## src/rtl/mc_control_fsm_pkg.sv

```systemverilog
// Shared definitions for the MulCPU multi-cycle control unit: state encodings,
// opcodes, datapath select codes and the control-line bundle.
package mc_control_fsm_pkg;

  typedef enum logic [3:0] {
    sIF     = 4'b0000,
    sID     = 4'b0001,
    sEXE_LS = 4'b0010,
    sMEM    = 4'b0011,
    sWB_LD  = 4'b0100,
    sEXE_BR = 4'b0101,
    sEXE_AL = 4'b0110,
    sWB_AL  = 4'b0111,
    sHALT   = 4'b1000
  } state_e;

  localparam logic [5:0] OP_ADD  = 6'b000000;
  localparam logic [5:0] OP_SUB  = 6'b000001;
  localparam logic [5:0] OP_OR   = 6'b010000;
  localparam logic [5:0] OP_AND  = 6'b010001;
  localparam logic [5:0] OP_SLL  = 6'b011000;
  localparam logic [5:0] OP_SLT  = 6'b100110;
  localparam logic [5:0] OP_ADDI = 6'b000010;
  localparam logic [5:0] OP_ORI  = 6'b010010;
  localparam logic [5:0] OP_SW   = 6'b110000;
  localparam logic [5:0] OP_LW   = 6'b110001;
  localparam logic [5:0] OP_BEQ  = 6'b110100;
  localparam logic [5:0] OP_J    = 6'b111000;
  localparam logic [5:0] OP_JR   = 6'b111001;
  localparam logic [5:0] OP_JAL  = 6'b111010;

  localparam logic [2:0] ALU_ADD = 3'b000;
  localparam logic [2:0] ALU_SUB = 3'b001;
  localparam logic [2:0] ALU_OR  = 3'b010;
  localparam logic [2:0] ALU_AND = 3'b011;
  localparam logic [2:0] ALU_SLL = 3'b100;
  localparam logic [2:0] ALU_SLT = 3'b101;

  localparam logic [1:0] PC_NEXT   = 2'b00;
  localparam logic [1:0] PC_BRANCH = 2'b01;
  localparam logic [1:0] PC_RS     = 2'b10;
  localparam logic [1:0] PC_JUMP   = 2'b11;

  localparam logic [1:0] RO_RA = 2'b00;
  localparam logic [1:0] RO_RT = 2'b01;
  localparam logic [1:0] RO_RD = 2'b10;

  typedef enum logic [3:0] {
    OC_RTYPE, OC_ITYPE, OC_STORE, OC_LOAD, OC_BEQ,
    OC_JMP, OC_JR, OC_JAL, OC_HALT, OC_NOP
  } op_class_e;

  typedef struct packed {
    logic       pc_wre;
    logic       ir_wre;
    logic       ins_mem_rw;
    logic       reg_wre;
    logic [1:0] reg_out;
    logic       wr_reg_d_src;
    logic       db_data_src;
    logic       alu_src_a;
    logic       alu_src_b;
    logic [2:0] alu_op;
    logic       ext_sel;
    logic       m_rd;
    logic       m_wr;
    logic [1:0] pc_src;
  } ctrl_t;

  localparam ctrl_t CTRL_IDLE = '{
    pc_wre: 1'b0, ir_wre: 1'b0, ins_mem_rw: 1'b1, reg_wre: 1'b0,
    reg_out: RO_RT, wr_reg_d_src: 1'b0, db_data_src: 1'b0,
    alu_src_a: 1'b0, alu_src_b: 1'b0, alu_op: ALU_ADD, ext_sel: 1'b0,
    m_rd: 1'b0, m_wr: 1'b0, pc_src: PC_NEXT
  };

  // HALT_OP is checked first so a reassigned halt opcode always wins.
  function automatic op_class_e op_class(input logic [5:0] op, input logic [5:0] halt_op);
    if (op == halt_op) return OC_HALT;
    case (op)
      OP_ADD, OP_SUB, OP_OR, OP_AND, OP_SLL, OP_SLT: return OC_RTYPE;
      OP_ADDI, OP_ORI: return OC_ITYPE;
      OP_SW:  return OC_STORE;
      OP_LW:  return OC_LOAD;
      OP_BEQ: return OC_BEQ;
      OP_J:   return OC_JMP;
      OP_JR:  return OC_JR;
      OP_JAL: return OC_JAL;
      default: return OC_NOP;
    endcase
  endfunction

  function automatic logic [2:0] alu_op_of(input logic [5:0] op);
    case (op)
      OP_SUB:         return ALU_SUB;
      OP_OR, OP_ORI:  return ALU_OR;
      OP_AND:         return ALU_AND;
      OP_SLL:         return ALU_SLL;
      OP_SLT:         return ALU_SLT;
      default:        return ALU_ADD;
    endcase
  endfunction

endpackage

```

## src/rtl/mc_ctrl_decode.sv

```systemverilog
// Combinational decode of (state, opcode, zero) into the datapath control bundle.
module mc_ctrl_decode
  import mc_control_fsm_pkg::*;
#(
  parameter logic [5:0] HALT_OP = 6'b111111
) (
  input  state_e     state_i,
  input  logic [5:0] opcode_i,
  input  logic       zero_i,
  output ctrl_t      ctrl_o
);

  op_class_e cls;

  always_comb begin
    cls    = op_class(opcode_i, HALT_OP);
    ctrl_o = CTRL_IDLE;
    case (state_i)
      sIF: ctrl_o.ir_wre = 1'b1;
      sID: begin
        case (cls)
          OC_JMP: begin
            ctrl_o.pc_wre = 1'b1;
            ctrl_o.pc_src = PC_JUMP;
          end
          OC_JR: begin
            ctrl_o.pc_wre = 1'b1;
            ctrl_o.pc_src = PC_RS;
          end
          OC_JAL: begin
            ctrl_o.pc_wre       = 1'b1;
            ctrl_o.pc_src       = PC_JUMP;
            ctrl_o.reg_wre      = 1'b1;
            ctrl_o.reg_out      = RO_RA;
            ctrl_o.wr_reg_d_src = 1'b0;
          end
          OC_NOP: begin
            ctrl_o.pc_wre = 1'b1;
            ctrl_o.pc_src = PC_NEXT;
          end
          default: ;
        endcase
      end
      sEXE_AL: begin
        ctrl_o.alu_op    = alu_op_of(opcode_i);
        ctrl_o.alu_src_a = (opcode_i == OP_SLL);
        ctrl_o.alu_src_b = (cls == OC_ITYPE);
        ctrl_o.ext_sel   = (opcode_i == OP_ADDI);
      end
      sWB_AL: begin
        ctrl_o.reg_wre      = 1'b1;
        ctrl_o.wr_reg_d_src = 1'b1;
        ctrl_o.db_data_src  = 1'b0;
        ctrl_o.reg_out      = (cls == OC_RTYPE) ? RO_RD : RO_RT;
        ctrl_o.pc_wre       = 1'b1;
        ctrl_o.pc_src       = PC_NEXT;
      end
      sEXE_LS: begin
        ctrl_o.alu_op    = ALU_ADD;
        ctrl_o.alu_src_b = 1'b1;
        ctrl_o.ext_sel   = 1'b1;
      end
      sMEM: begin
        if (cls == OC_LOAD) begin
          ctrl_o.m_rd = 1'b1;
        end else begin
          ctrl_o.m_wr   = 1'b1;
          ctrl_o.pc_wre = 1'b1;
          ctrl_o.pc_src = PC_NEXT;
        end
      end
      sWB_LD: begin
        ctrl_o.reg_wre      = 1'b1;
        ctrl_o.reg_out      = RO_RT;
        ctrl_o.wr_reg_d_src = 1'b1;
        ctrl_o.db_data_src  = 1'b1;
        ctrl_o.pc_wre       = 1'b1;
        ctrl_o.pc_src       = PC_NEXT;
      end
      sEXE_BR: begin
        ctrl_o.alu_op  = ALU_SUB;
        ctrl_o.ext_sel = 1'b1;
        ctrl_o.pc_wre  = 1'b1;
        ctrl_o.pc_src  = zero_i ? PC_BRANCH : PC_NEXT;
      end
      default: ;
    endcase
  end

endmodule

```

## src/rtl/mc_control_fsm.sv

```systemverilog
// MulCPU multi-cycle control unit: state register, next-state logic and
// reset gating around the control decode.
module mc_control_fsm
  import mc_control_fsm_pkg::*;
#(
  parameter logic [5:0] HALT_OP = 6'b111111
) (
  input  logic       CLK,
  input  logic       Reset,
  input  logic [5:0] opcode,
  input  logic       zero,
  input  logic       sign,
  output logic       PCWre,
  output logic       IRWre,
  output logic       InsMemRW,
  output logic       RegWre,
  output logic [1:0] RegOut,
  output logic       WrRegDSrc,
  output logic       DBDataSrc,
  output logic       ALUSrcA,
  output logic       ALUSrcB,
  output logic [2:0] ALUOp,
  output logic       ExtSel,
  output logic       mRD,
  output logic       mWR,
  output logic [1:0] PCSrc,
  output logic [3:0] state
);

  state_e    state_q, state_d;
  op_class_e cls;
  ctrl_t     ctrl_dec, ctrl;
  logic      unused_sign;

  assign unused_sign = sign;

  always_ff @(posedge CLK or posedge Reset) begin
    if (Reset) state_q <= sIF;
    else       state_q <= state_d;
  end

  always_comb begin
    cls     = op_class(opcode, HALT_OP);
    state_d = state_q;
    case (state_q)
      sIF: state_d = sID;
      sID: begin
        case (cls)
          OC_RTYPE, OC_ITYPE: state_d = sEXE_AL;
          OC_STORE, OC_LOAD:  state_d = sEXE_LS;
          OC_BEQ:             state_d = sEXE_BR;
          OC_HALT:            state_d = sHALT;
          default:            state_d = sIF;
        endcase
      end
      sEXE_AL: state_d = sWB_AL;
      sEXE_LS: state_d = sMEM;
      sMEM:    state_d = (cls == OC_LOAD) ? sWB_LD : sIF;
      sHALT:   state_d = sHALT;
      default: state_d = sIF;
    endcase
  end

  mc_ctrl_decode #(.HALT_OP(HALT_OP)) u_decode (
    .state_i  (state_q),
    .opcode_i (opcode),
    .zero_i   (zero),
    .ctrl_o   (ctrl_dec)
  );

  // sIF decodes IRWre=1, so Reset must override the decode rather than rely on the state.
  always_comb begin
    ctrl = ctrl_dec;
    if (Reset) ctrl = CTRL_IDLE;
  end

  assign PCWre     = ctrl.pc_wre;
  assign IRWre     = ctrl.ir_wre;
  assign InsMemRW  = ctrl.ins_mem_rw;
  assign RegWre    = ctrl.reg_wre;
  assign RegOut    = ctrl.reg_out;
  assign WrRegDSrc = ctrl.wr_reg_d_src;
  assign DBDataSrc = ctrl.db_data_src;
  assign ALUSrcA   = ctrl.alu_src_a;
  assign ALUSrcB   = ctrl.alu_src_b;
  assign ALUOp     = ctrl.alu_op;
  assign ExtSel    = ctrl.ext_sel;
  assign mRD       = ctrl.m_rd;
  assign mWR       = ctrl.m_wr;
  assign PCSrc     = ctrl.pc_src;
  assign state     = state_q;

endmodule

```

## config.mk

```make
export PLATFORM = sky130hd
export DESIGN_NAME = mc_control_fsm
export DESIGN_NICKNAME = d
export VERILOG_FILES = /design/src/rtl/mc_control_fsm_pkg.sv /design/src/rtl/mc_ctrl_decode.sv /design/src/rtl/mc_control_fsm.sv
export SDC_FILE = /design/constraint.sdc
export NUM_CORES = 1
export LEC_CHECK = 0
export CAP_MARGIN = 20
export CELL_PAD_IN_SITES_DETAIL_PLACEMENT = 0
export CELL_PAD_IN_SITES_GLOBAL_PLACEMENT = 1
export CORE_MARGIN = 10
export CORE_UTILIZATION = 31
export CTS_CLUSTER_DIAMETER = 120
export CTS_CLUSTER_SIZE = 16
export DETAILED_ROUTE_END_ITERATION = 8
export PLACE_DENSITY_LB_ADDON = 0.1
export SLEW_MARGIN = 10
export SYNTH_ARGS = -nofsm -noshare
export SYNTH_HDL_FRONTEND = slang
export SYNTH_SLANG_ARGS = --single-unit
```

## constraint.sdc

```tcl
create_clock -name CLK -period 2 [get_ports CLK]
set_clock_uncertainty 0.2 [all_clocks]
set_input_delay 0.2 -clock CLK [delete_from_list [all_inputs] [get_ports CLK]]
set_output_delay 0.2 -clock CLK [all_outputs]
set_load 0.01 [all_outputs]
```

**The metal 1 layer**

Scale: 4 px per µm. Supply wires on this layer in gray.
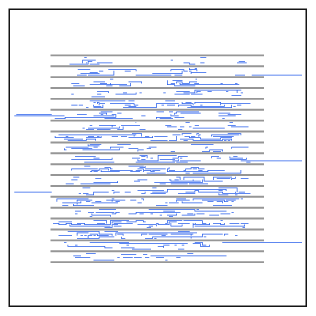
main direction: horizontal
longest straight run: 20.2 µm
share of all routed wire: 38%
nets with wire on the layer: 202

**Met2 routing**

Scale: 4 px per µm. Cells faint in the background.
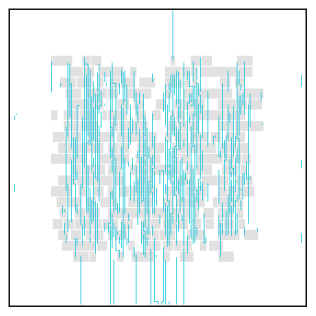
longest straight run: 37.4 µm
share of all routed wire: 54%
wire length on this layer: 2100 µm
main direction: vertical

**The metal 3 layer**

Scale: 4 px per µm.
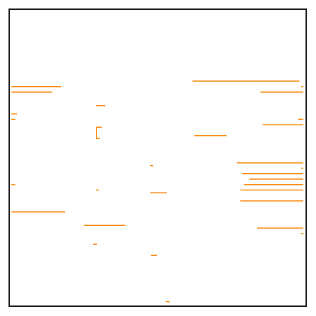
wire length on this layer: 219 µm
nets with wire on the layer: 25
share of all routed wire: 5.6%
longest straight run: 26.4 µm
met3 GRT Util: 2.961%
Total Routed Length: 3.909 mm
via count: 1293

==> job_summary.md <==
## Synthesis and layout report

| Metric | Value |
|---|---|
| Signal inverters | `8` |
| Share of flip-flops with an asynchronous set or reset | `100.0%` |
| Path length in cells of the critical path | `10` |
| Combinational-cell power consumption | `~0.97 mW` |
| Buffers & Inverters on Critical Path | `4` |
| Most frequent cells in the layout | `sky130_fd_sc_hd__buf_4 (46), sky130_fd_sc_hd__buf_6 (17), sky130_fd_sc_hd__buf_2 (13)` |
| Drt drc | `0` |
| Final Setup Violations | `10` |
| Overall fraction of global-route tracks in use | `between 10% and 20%` |
| Vias per std cell | `5.343` |
| Clk pwr share | `a little under 8%` |
| GR Util met2 | `between 20% and 30%` |
| Total gr overflow | `0` |
| Cell area after layout | `between 1500 and 2000 µm²` |
| Net switching fraction of the power | `~43%` |
| Outcome | `finished, violations left` |
| Violations in the final reports | `setup timing` |
| Hold violation count in the final report | `0` |
| Number of cells on the worst hold path | `2` |
| Total power consumption of the routed design | `1.206 mW` |
| Synth Area in XOR/XNOR | `0%` |
| Simple-gate area share of the yosys netlist | `between 40 and 50%` |
| Cell type contributing the most total cell area after synthesis | `sky130_fd_sc_hd__dfrtp_1` |
| Post-DP HPWL | `between 2 and 3 mm` |
| DR top layer | `met4` |
| Area leader share | `11.11%` |
| Number of clock sinks seen by CTS | `4` |
| Portion of netlist area occupied by mux cells | `under 10%` |
| Initial antenna violation count | `0` |
| Post-synth regs | `4` |
| Cell count of the worst reg-to-reg path | `7` |
| Highest-delay cell along the critical path | `sky130_fd_sc_hd__o31ai_4` |
| Resized Gates After CTS | `150` |
| Slack of the worst reg-to-reg path | `about 0.28 ns` |
| List of most frequent post-synthesis cells | `sky130_fd_sc_hd__nor2_1 (10), sky130_fd_sc_hd__nand2_1 (9), sky130_fd_sc_hd__o21ai_0 (9)` |
| Worst setup path category | `in -> out` |
| Layout clock area frac | `under 10%` |
| Finished Layout Cells | `between 200 and 250` |
| First-pass DRT Iterations | `4` |
| Wire length of the first global-routing pass | `roughly 6.4 mm` |
| Adder-cell share of the synthesized area | `under 10%` |
| Post-route setup slack | `-0.1680 ns` |
| Count of pins on the block boundary | `32` |
| Detailed-routed wire length on met2 | `about 2.1 mm` |
| Relative contribution of combinational cells to total power | `about 80%` |
| Tool warnings | `35` |
Power figures rest on the tool's default switching activity, not on a simulated workload.
